**Run 1: I/O nets highlighted**

Scale: 8 px per um.
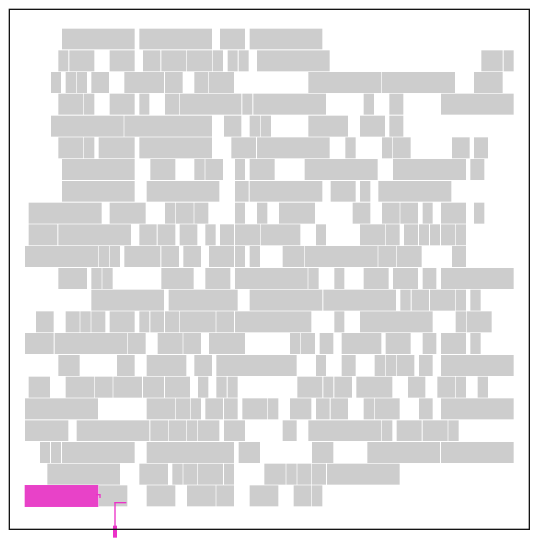
**Run 1: sequential cells coloured by netlist name**

Scale: 10 px per um. Other sequential cells in the stronger grey, the rest of the logic in the fainter grey.
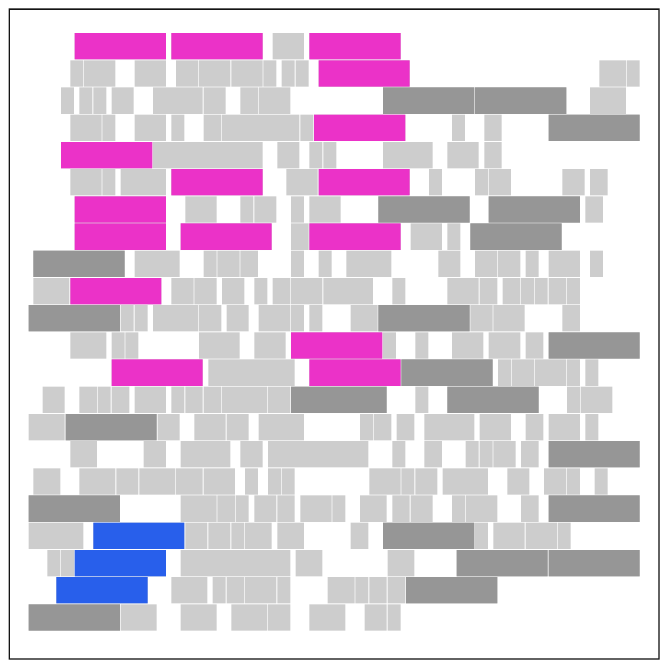
**Run 1: routed metal, one colour a layer**

Scale: 6 px per um. Two of the layers only.
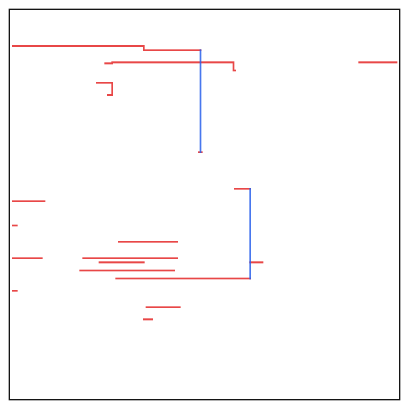
**Run 1: wire density map**

Scale: 6 px per um. 13 x 13 tiles, from dark blue (low) to red (high), scaled to the fullest tile. Values are wire area over tile area, all layers added.
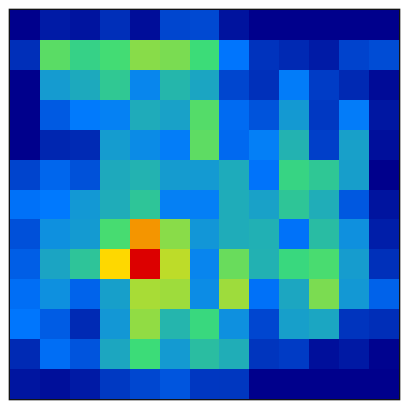
$ cat src/rtl/gate_actuator_ctrl_if.sv
// Handshake bundle between the level-crossing logic / barrier switches and the
// gate actuator controller.
interface gate_actuator_ctrl_if;
    logic       gate_open;
    logic       lim_up;
    logic       lim_down;
    logic       motor_up;
    logic       motor_down;
    logic       warn_lamp;
    logic       buzzer;
    logic       fault;
    logic [2:0] gate_state;

    modport master (
        output gate_open, lim_up, lim_down,
        input  motor_up, motor_down, warn_lamp, buzzer, fault, gate_state
    );

    modport slave (
        input  gate_open, lim_up, lim_down,
        output motor_up, motor_down, warn_lamp, buzzer, fault, gate_state
    );
endinterface

$ cat src/rtl/gate_actuator_ctrl.sv
// Barrier sequencer: warn -> lower -> closed -> hold -> raise, with limit-switch
// supervision, motion timeouts and a latched fault that only Reset clears.
module gate_actuator_ctrl #(
    parameter int WARN_CYCLES  = 8,
    parameter int MOVE_TIMEOUT = 16,
    parameter int CLR_CYCLES   = 4,
    parameter int FLASH_DIV    = 4,
    parameter int TW           = 16
) (
    input  logic               Clk,
    input  logic               Reset,
    gate_actuator_ctrl_if.slave io
);

    typedef enum logic [2:0] {
        ST_OPEN     = 3'd0,
        ST_WARN     = 3'd1,
        ST_LOWERING = 3'd2,
        ST_CLOSED   = 3'd3,
        ST_HOLD     = 3'd4,
        ST_RAISING  = 3'd5,
        ST_FAULT    = 3'd6
    } state_e;

    localparam logic [TW-1:0] WARN_LAST  = TW'(WARN_CYCLES - 1);
    localparam logic [TW-1:0] MOVE_LAST  = TW'(MOVE_TIMEOUT - 1);
    localparam logic [TW-1:0] CLR_LAST   = TW'(CLR_CYCLES - 1);
    localparam logic [TW-1:0] FLASH_LAST = TW'(FLASH_DIV - 1);

    state_e        state_q, state_d;
    logic [TW-1:0] timer_q, timer_d;
    logic [TW-1:0] fcnt_q, fcnt_d;
    logic          flash_q, flash_d;
    logic          motor_up_q, motor_up_d;
    logic          motor_down_q, motor_down_d;
    logic          warn_lamp_q, warn_lamp_d;
    logic          buzzer_q, buzzer_d;
    logic          fault_q, fault_d;

    always_comb begin
        state_d = state_q;
        if (io.lim_up && io.lim_down) begin
            state_d = ST_FAULT;
        end else begin
            case (state_q)
                ST_OPEN:     if (!io.gate_open) state_d = ST_WARN;
                ST_WARN:     if (io.gate_open) state_d = ST_OPEN;
                             else if (timer_q == WARN_LAST) state_d = ST_LOWERING;
                ST_LOWERING: if (io.lim_down) state_d = ST_CLOSED;
                             else if (timer_q == MOVE_LAST) state_d = ST_FAULT;
                ST_CLOSED:   if (io.gate_open) state_d = ST_HOLD;
                ST_HOLD:     if (!io.gate_open) state_d = ST_CLOSED;
                             else if (timer_q == CLR_LAST) state_d = ST_RAISING;
                // Re-closing outranks reaching the top: a train may arrive mid-raise.
                ST_RAISING:  if (!io.gate_open) state_d = ST_LOWERING;
                             else if (io.lim_up) state_d = ST_OPEN;
                             else if (timer_q == MOVE_LAST) state_d = ST_FAULT;
                ST_FAULT:    state_d = ST_FAULT;
                default:     state_d = ST_FAULT;
            endcase
        end

        timer_d = (state_d != state_q) ? '0 : timer_q + 1'b1;

        // Parked at phase start while OPEN so every closing cycle begins lamp-on.
        fcnt_d  = fcnt_q;
        flash_d = flash_q;
        if (state_q == ST_OPEN) begin
            fcnt_d  = '0;
            flash_d = 1'b1;
        end else if (state_q != ST_FAULT) begin
            if (fcnt_q == FLASH_LAST) begin
                fcnt_d  = '0;
                flash_d = ~flash_q;
            end else begin
                fcnt_d  = fcnt_q + 1'b1;
            end
        end

        // Outputs are decoded one edge early so they land registered with the state.
        motor_up_d   = 1'b0;
        motor_down_d = 1'b0;
        warn_lamp_d  = 1'b0;
        buzzer_d     = 1'b0;
        fault_d      = 1'b0;
        case (state_d)
            ST_WARN:     begin buzzer_d = 1'b1; warn_lamp_d = flash_d; end
            ST_LOWERING: begin motor_down_d = 1'b1; buzzer_d = 1'b1; warn_lamp_d = flash_d; end
            ST_CLOSED,
            ST_HOLD:     warn_lamp_d = flash_d;
            ST_RAISING:  begin motor_up_d = 1'b1; warn_lamp_d = flash_d; end
            ST_FAULT:    begin warn_lamp_d = 1'b1; buzzer_d = 1'b1; fault_d = 1'b1; end
            default:     ;
        endcase
    end

    always_ff @(posedge Clk or posedge Reset) begin
        if (Reset) begin
            state_q      <= ST_OPEN;
            timer_q      <= '0;
            fcnt_q       <= '0;
            flash_q      <= 1'b1;
            motor_up_q   <= 1'b0;
            motor_down_q <= 1'b0;
            warn_lamp_q  <= 1'b0;
            buzzer_q     <= 1'b0;
            fault_q      <= 1'b0;
        end else begin
            state_q      <= state_d;
            timer_q      <= timer_d;
            fcnt_q       <= fcnt_d;
            flash_q      <= flash_d;
            motor_up_q   <= motor_up_d;
            motor_down_q <= motor_down_d;
            warn_lamp_q  <= warn_lamp_d;
            buzzer_q     <= buzzer_d;
            fault_q      <= fault_d;
        end
    end

    assign io.motor_up   = motor_up_q;
    assign io.motor_down = motor_down_q;
    assign io.warn_lamp  = warn_lamp_q;
    assign io.buzzer     = buzzer_q;
    assign io.fault      = fault_q;
    assign io.gate_state = state_q;

endmodule

$ cat src/flat_wrapper.sv
// flat-port wrapper written by rule: the top's interface ports become plain ports
module gate_actuator_ctrl_flat 
#(
    parameter int WARN_CYCLES  = 8,
    parameter int MOVE_TIMEOUT = 16,
    parameter int CLR_CYCLES   = 4,
    parameter int FLASH_DIV    = 4,
    parameter int TW           = 16
)
  (Clk, Reset, io_gate_open, io_lim_up, io_lim_down, io_motor_up, io_motor_down, io_warn_lamp, io_buzzer, io_fault, io_gate_state);
  gate_actuator_ctrl_if io_i ();
  input  logic Clk;
  input  logic Reset;
  input wire logic [$bits(io_i.gate_open)-1:0] io_gate_open;
  input wire logic [$bits(io_i.lim_up)-1:0] io_lim_up;
  input wire logic [$bits(io_i.lim_down)-1:0] io_lim_down;
  output wire logic [$bits(io_i.motor_up)-1:0] io_motor_up;
  output wire logic [$bits(io_i.motor_down)-1:0] io_motor_down;
  output wire logic [$bits(io_i.warn_lamp)-1:0] io_warn_lamp;
  output wire logic [$bits(io_i.buzzer)-1:0] io_buzzer;
  output wire logic [$bits(io_i.fault)-1:0] io_fault;
  output wire logic [$bits(io_i.gate_state)-1:0] io_gate_state;
  assign io_i.gate_open = io_gate_open;
  assign io_i.lim_up = io_lim_up;
  assign io_i.lim_down = io_lim_down;
  assign io_motor_up = io_i.motor_up;
  assign io_motor_down = io_i.motor_down;
  assign io_warn_lamp = io_i.warn_lamp;
  assign io_buzzer = io_i.buzzer;
  assign io_fault = io_i.fault;
  assign io_gate_state = io_i.gate_state;
  gate_actuator_ctrl #(.WARN_CYCLES(WARN_CYCLES), .MOVE_TIMEOUT(MOVE_TIMEOUT), .CLR_CYCLES(CLR_CYCLES), .FLASH_DIV(FLASH_DIV), .TW(TW)) u_core (.Clk(Clk), .Reset(Reset), .io(io_i));
endmodule
$ cat config.mk
export PLATFORM = sky130hd
export DESIGN_NAME = gate_actuator_ctrl_flat
export DESIGN_NICKNAME = d
export VERILOG_FILES = /design/src/rtl/gate_actuator_ctrl_if.sv /design/src/rtl/gate_actuator_ctrl.sv /design/src/flat_wrapper.sv
export SDC_FILE = /design/constraint.sdc
export NUM_CORES = 1
export LEC_CHECK = 0
export CORE_MARGIN = 1.5
export CORE_UTILIZATION = 60
export CTS_CLUSTER_SIZE = 30
export DETAILED_ROUTE_END_ITERATION = 7
export HOLD_SLACK_MARGIN = 0.15
export PLACE_DENSITY_LB_ADDON = 0.3
export SETUP_SLACK_MARGIN = 0.05
export SLEW_MARGIN = 20
export SYNTH_ARGS = -nofsm -noshare
export SYNTH_HDL_FRONTEND = slang
export SYNTH_SLANG_ARGS = --single-unit
$ cat constraint.sdc
create_clock -name Clk -period 4.3 [get_ports Clk]
set_input_delay 0.86 -clock Clk [delete_from_list [all_inputs] [get_ports Clk]]
set_output_delay 0.86 -clock Clk [all_outputs]
set_load 0.1 [all_outputs]
==> flow_summary.rst, run 1 <==
Run summary
-----------

.. list-table::
   :header-rows: 1

   * - Metric
     - Value
   * - Portion of the layout cell area used by clock cells
     - 5.27%
   * - Global Route met1 Usage
     - 27.3%
   * - Most frequent logic cell in the layout
     - dfrtp_1
   * - Largest net degree at the start of global routing
     - 42
   * - Number of cells traversed by the worst hold path
     - 1
   * - CTS Buffer Depth
     - 2
   * - Plain + repair buffers
     - 13
   * - Path category of the worst min-delay check
     - reg2reg
   * - Post-cts hold-fix buffer tally
     - 0
   * - Post-layout net count
     - 259
   * - Initial antenna violation count
     - 0
   * - Met2 Routed Length
     - 2080 um
   * - Met3 Routed Length
     - 160 um
   * - Mapped Nets
     - 248
   * - Worst setup startpoint
     - u_core.io.gate_state[0]$_DFF_PP0_
   * - Area share, top type
     - 43.6%
   * - Rel. slew slack
     - 30.3%
   * - Clock network power share
     - 37.9%
   * - Result of the run
     - completed
   * - Switching share of power
     - 25.8%
   * - Logic power comb
     - 125 uW
   * - Commonest cells in the netlist
     - dfrtp_1, nor2_1, nand2_1, inv_1, xor2_1
   * - Power of the clock network
     - 366 uW
   * - Total of flip-flops plus latches after synthesis
     - 41
   * - Cell Pwr Density
     - 380 nW/um2
   * - Setup Total Neg Slack
     - 0 ns
   * - Hold wc startpoint
     - u_core.timer_q[0]$_DFF_PP0_
   * - Max-area cell class
     - combinational gates
   * - Most frequent cell after synthesis
     - dfrtp_1
   * - Flops
     - 41
   * - Overall Power
     - 965 uW
   * - Worst hold slack
     - 0.494 ns
   * - Data buffer area share
     - 5.02%
   * - Tally of max-capacitance violations
     - 0
   * - Fp_density
     - 62.6%
   * - Crit path launch type
     - flip-flop
   * - Count of H-tree levels built during CTS
     - 2
   * - Xor and xnor area share after synthesis
     - 9.55%
   * - Worst EP required
     - 3.44 ns
   * - RSZ-0062 raised after global routing
     - no
   * - Critical Path Sink Type
     - output pin
   * - Total instance count after detailed placement
     - 292
   * - Capture instance of the worst register-to-register path
     - u_core.fcnt_q[12]$_DFFE_PP0P_
   * - Tightest Pin Transition
     - 1.04 ns
   * - Setup Slack @ Placement
     - 1.38 ns
   * - Number of endpoints with negative hold slack in the final report
     - 0
   * - Clk_lat worst skew
     - 0.29 ns
   * - RD Place Congestion
     - 0.812
   * - Cells after Synth
     - 240
   * - Family with the most delay on the worst path
     - buffers and inverters
   * - Share of cells above drive strength 1
     - 8.33%
   * - Largest driver fanout on the critical path
     - 18
   * - P&R area growth vs syn
     - 10.8%
   * - Critical path capture point
     - io_gate_state[0]
   * - # rows
     - 22
   * - IR Drop Worst-Case VDD
     - 241 uV
   * - Count of tool warnings
     - 27
   * - Sequential power share
     - 49.1%
   * - Cell types occupying the most area after synthesis
     - dfrtp_1, nor2_1, xor2_1
   * - Die width
     - 64.8 um
   * - Global routing usage on met3
     - 5.73%
   * - TritonRoute pass-1 iters
     - 4
   * - Top logic cells by instance count in the layout
     - dfrtp_1, nor2_1, nand2_1
   * - Final count of negative-setup-slack endpoints
     - 0
   * - Synthesized-area fraction occupied by adder cells
     - 1.64%
   * - Endpoint of the worst hold path
     - u_core.timer_q[0]$_DFF_PP0_
   * - Number of buffers created by CTS
     - 5
   * - Aoi/oai-family share of the synthesized area
     - 10.6%
   * - Post-synthesis simple-gate area fraction
     - 27.4%
   * - Skew final
     - 0.00795 ns
   * - Highest clock frequency the design can meet
     - 324 MHz
   * - DRC viols
     - 0
   * - Cell accounting for the most synthesized area
     - dfrtp_1
   * - Slack of the worst reg-to-reg path
     - 1.86 ns
   * - Critical setup path kind
     - reg2out
   * - Total overflow reported by the global router
     - 0
   * - Net load switching power
     - 249 uW
   * - Depth of the most critical reg-to-reg path
     - 6
   * - Clock-pin slew of the registers on the worst-case setup and hold paths
     - 0.08 ns
   * - Total die size
     - 4200 um2
   * - Die Span Y
     - 64.8 um
   * - Worst reg2reg path startpoint
     - u_core.fcnt_q[0]$_DFFE_PP0P_
   * - Final ANT Viol Nets
     - 0
   * - Stage delay of the slowest cell on the critical path
     - 1.25 ns
   * - Met2 demand-to-capacity share in global routing
     - 39.7%
   * - Count of instantiated cells in the yosys netlist
     - 240
   * - Drt first-iter violations
     - 103
   * - Post-synthesis sequential area ratio
     - 44.8%
   * - Post-layout minimum cycle time
     - 3.09 ns
   * - Non-Filler Cell Area, Final
     - 2540 um2
   * - Count of library flops with an enable pin
     - 0
   * - Mux frac, synth
     - 0.655%
   * - Group with the largest share of power
     - registers
   * - Logic area
     - 1140 um2
   * - Avg Synthesized Cell Area
     - 9.56 um2
   * - Non-clock inverter instance count of the final layout
     - 13
   * - Post-cts sizing count
     - 0
   * - Global-route wire length before repair
     - 7310 um
   * - List of cells traversed by the critical path
     - clkdlybuf4s50_1
   * - Largest combinational cell category by area
     - simple AND/OR/NAND/NOR gates
-- 'I/O nets highlighted' (at the start) --
| colour | port | bits | direction | edge | end cells | buffers | wire |
|---|---|---|---|---|---|---|---|
| magenta | `io_buzzer` | 1 | output | south | 1 | 1 | 5.10 um |
PortBufs: 12
count of pins on the block boundary: 13

-- 'sequential cells coloured by netlist name' (at the start) --
| colour | netlist name | placed flops |
|---|---|---|
| blue | `u_core.io.gate_state` | 3 |
| magenta | `u_core.timer_q` | 16 |
not coloured: 22
total area of sequential cells: 1030 um2
flop share of the area: 40.4%
sequential cell power: 474 uW
final core utilization: 69.4%

-- 'routed metal, one colour a layer' (at the start) --
| colour | layer | wire length |
|---|---|---|
| red | met3 | 160 um |
| blue | met4 | 32.0 um |
routed len/inst: 13.9 um
drt total wl: 4170 um
vias after detailed routing: 1709
GRT Resource Usage Total: 22.7%

-- 'wire density map' (at the start) --
mean over tiles: 0.15
nearly empty tiles: 9.5%
emptiest ninth of the die: north-east

==> run 2, diff against run 1 <==
CORE_UTILIZATION = 53   (was 60)
clock period = 2.55 ns   (was 4.3 ns; I/O delays follow)
**Run 2: placement view**

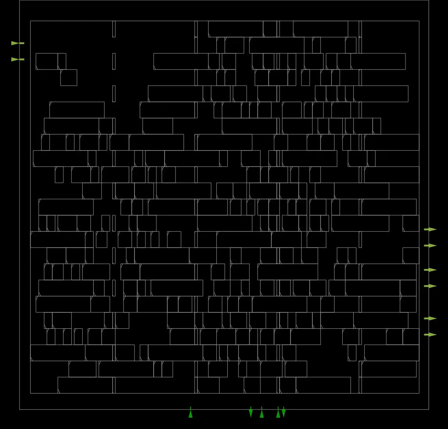
Layout fillers: 370
tap cell count: 50
flop share of the area: 40.9%

**Run 2: sequential cells coloured by netlist name**

Scale: 8 px per um. Other sequential cells in the stronger grey, the rest of the logic in the fainter grey.
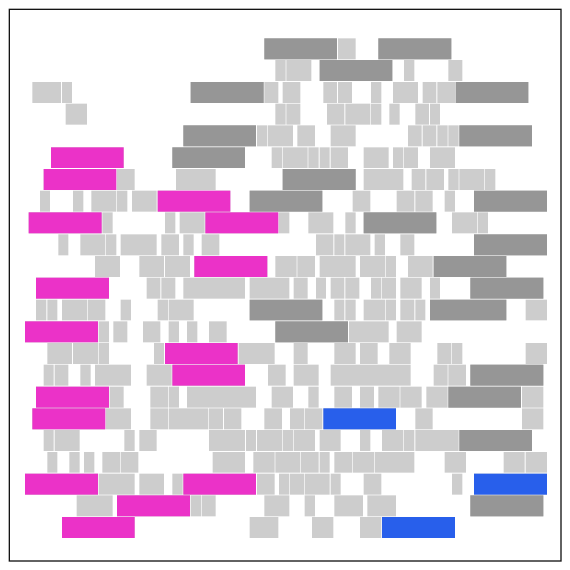
| colour | netlist name | placed flops |
|---|---|---|
| magenta | `u_core.timer_q` | 16 |
| blue | `u_core.io.gate_state` | 3 |
not coloured: 22
sequential cell power: 798 uW
final core utilization: 61.5%

==> run 2 against run 1 <==
  * Cell area down 1.1%
  * Global-route usage is 2.9 points lower
  * Critical path depth grew 6
  * Core utilization decreased by 7.9 points
  * Sequential power rose by 68%
  * Via count is 3.1% lower
  * Total power increased by 49%
  * Combinational power grew 67%
  * Largest cell class unchanged
==> flow_summary.rst, run 2 <==
Run summary
-----------

.. list-table::
   :header-rows: 1

   * - Metric
     - Value
   * - Result of the run
     - completed
   * - Path category of the worst min-delay check
     - reg2reg
   * - Sequential power share
     - 55.6%
   * - Cell accounting for the most synthesized area
     - dfrtp_1
   * - Net load switching power
     - 398 uW
   * - GRT Resource Usage Total
     - 19.9%
   * - Logic area
     - 1140 um2
   * - Global Route met1 Usage
     - 26.9%
   * - Number of endpoints with negative hold slack in the final report
     - 0
   * - Vias after detailed routing
     - 1656
   * - Commonest cells in the netlist
     - dfrtp_1, nor2_1, nand2_1, inv_1, xor2_1
   * - Met2 demand-to-capacity share in global routing
     - 29.9%
   * - Hold wc startpoint
     - u_core.timer_q[0]$_DFF_PP0_
   * - Slack of the worst reg-to-reg path
     - 0.41 ns
   * - Total die size
     - 4730 um2
   * - Routed len/inst
     - 13.1 um
   * - Power of the clock network
     - 428 uW
   * - Crit path launch type
     - input port
   * - Count of instantiated cells in the yosys netlist
     - 240
   * - Number of buffers created by CTS
     - 5
   * - Final ANT Viol Nets
     - 0
   * - Total instance count after detailed placement
     - 299
   * - Length of routed wiring on met1
     - 2010 um
   * - Non-clock inverter instance count of the final layout
     - 13
   * - Total of flip-flops plus latches after synthesis
     - 41
   * - Aoi/oai-family share of the synthesized area
     - 10.6%
   * - Non-Filler Cell Area, Final
     - 2510 um2
   * - Tightest Pin Transition
     - 0.542 ns
   * - Setup Total Neg Slack
     - 0 ns
   * - Synthesized-area fraction occupied by adder cells
     - 1.64%
   * - Highest clock frequency the design can meet
     - 459 MHz
   * - Area share, top type
     - 43.6%
   * - P&R area growth vs syn
     - 9.60%
   * - Capture instance of the worst register-to-register path
     - u_core.io.buzzer$_DFF_PP0_
   * - Met2 Routed Length
     - 1820 um
   * - Count of tool warnings
     - 27
   * - RSZ-0062 raised after global routing
     - no
   * - Top logic cells by instance count in the layout
     - dfrtp_1, nor2_1, nand2_1
   * - PortBufs
     - 12
   * - Initial antenna violation count
     - 0
   * - Die Span Y
     - 68.8 um
   * - Rel. slew slack
     - 63.8%
   * - Endpoint of the worst hold path
     - u_core.timer_q[0]$_DFF_PP0_
   * - Global routing usage on met3
     - 6.49%
   * - Data buffer area share
     - 5.77%
   * - Mapped Nets
     - 248
   * - Largest driver fanout on the critical path
     - 16
   * - Die width
     - 68.8 um
   * - Depth of the most critical reg-to-reg path
     - 6
   * - Drt total wl
     - 4020 um
   * - Count of pins on the block boundary
     - 13
   * - # rows
     - 23
   * - Cell types occupying the most area after synthesis
     - dfrtp_1, nor2_1, xor2_1
   * - CTS Buffer Depth
     - 2
   * - RD Place Congestion
     - 0.855
   * - Mux frac, synth
     - 0.655%
   * - Max-area cell class
     - combinational gates
   * - Flops
     - 41
   * - List of cells traversed by the critical path
     - clkdlybuf4s50_1 -> nor2b_1 -> o32ai_1 -> a22oi_2 -> a31oi_1 -> nand4b_4 -> nor2_1
   * - Fp_density
     - 56.1%
   * - Clock-pin slew of the registers on the worst-case setup and hold paths
     - 0.07 ns
   * - Met3 Routed Length
     - 143 um
   * - IR Drop Worst-Case VDD
     - 475 uV
   * - Post-synthesis simple-gate area fraction
     - 27.4%
   * - Largest net degree at the start of global routing
     - 42
   * - Post-cts hold-fix buffer tally
     - 0
   * - Setup Slack @ Placement
     - 0.0375 ns
   * - Plain + repair buffers
     - 18
   * - Portion of the layout cell area used by clock cells
     - 3.43%
   * - Post-layout net count
     - 264
   * - Distinct cell type count after synthesis
     - 48
   * - Worst setup startpoint
     - io_gate_open
   * - Share of cells above drive strength 1
     - 12.5%
   * - Overall Power
     - 1430 uW
   * - Family with the most delay on the worst path
     - AND-OR/OR-AND gates
   * - Critical setup path kind
     - in2reg
   * - Total area of sequential cells
     - 1030 um2
   * - Number of post-CTS setup repair buffers
     - 0
   * - Worst EP required
     - 2.77 ns
   * - Count of H-tree levels built during CTS
     - 2
   * - Drt first-iter violations
     - 59
   * - Worst hold slack
     - 0.500 ns
   * - Xor and xnor area share after synthesis
     - 9.55%
   * - Number of cells traversed by the worst hold path
     - 1
   * - Cells after Synth
     - 240
   * - Clk_lat worst skew
     - 0.29 ns
   * - Clock network power share
     - 29.8%
   * - Total overflow reported by the global router
     - 0
   * - Post-cts sizing count
     - 0
   * - Stage delay of the slowest cell on the critical path
     - 0.50 ns
   * - TritonRoute pass-1 iters
     - 4
   * - Global-route wire length before repair
     - 6930 um
   * - Post-synthesis sequential area ratio
     - 44.8%
   * - Static leakage
     - 0.00110 uW
   * - Cell Pwr Density
     - 571 nW/um2
   * - Count of multi-input combinational gates
     - 177
   * - Critical path capture point
     - u_core.timer_q[3]$_DFF_PP0_
   * - GRT Max-Usage Layer
     - met2
   * - Tally of max-capacitance violations
     - 0
   * - Count of library flops with an enable pin
     - 0
   * - Switching share of power
     - 27.8%
   * - Logic power comb
     - 209 uW
   * - Critical Path Sink Type
     - flip-flop
   * - Worst reg2reg path startpoint
     - u_core.timer_q[9]$_DFF_PP0_
   * - Post-layout minimum cycle time
     - 2.18 ns
   * - Largest combinational cell category by area
     - simple AND/OR/NAND/NOR gates
   * - Most frequent cell after synthesis
     - dfrtp_1
   * - Avg Synthesized Cell Area
     - 9.56 um2
   * - DRC viols
     - 0
Power and IR drop assume default switching activity.
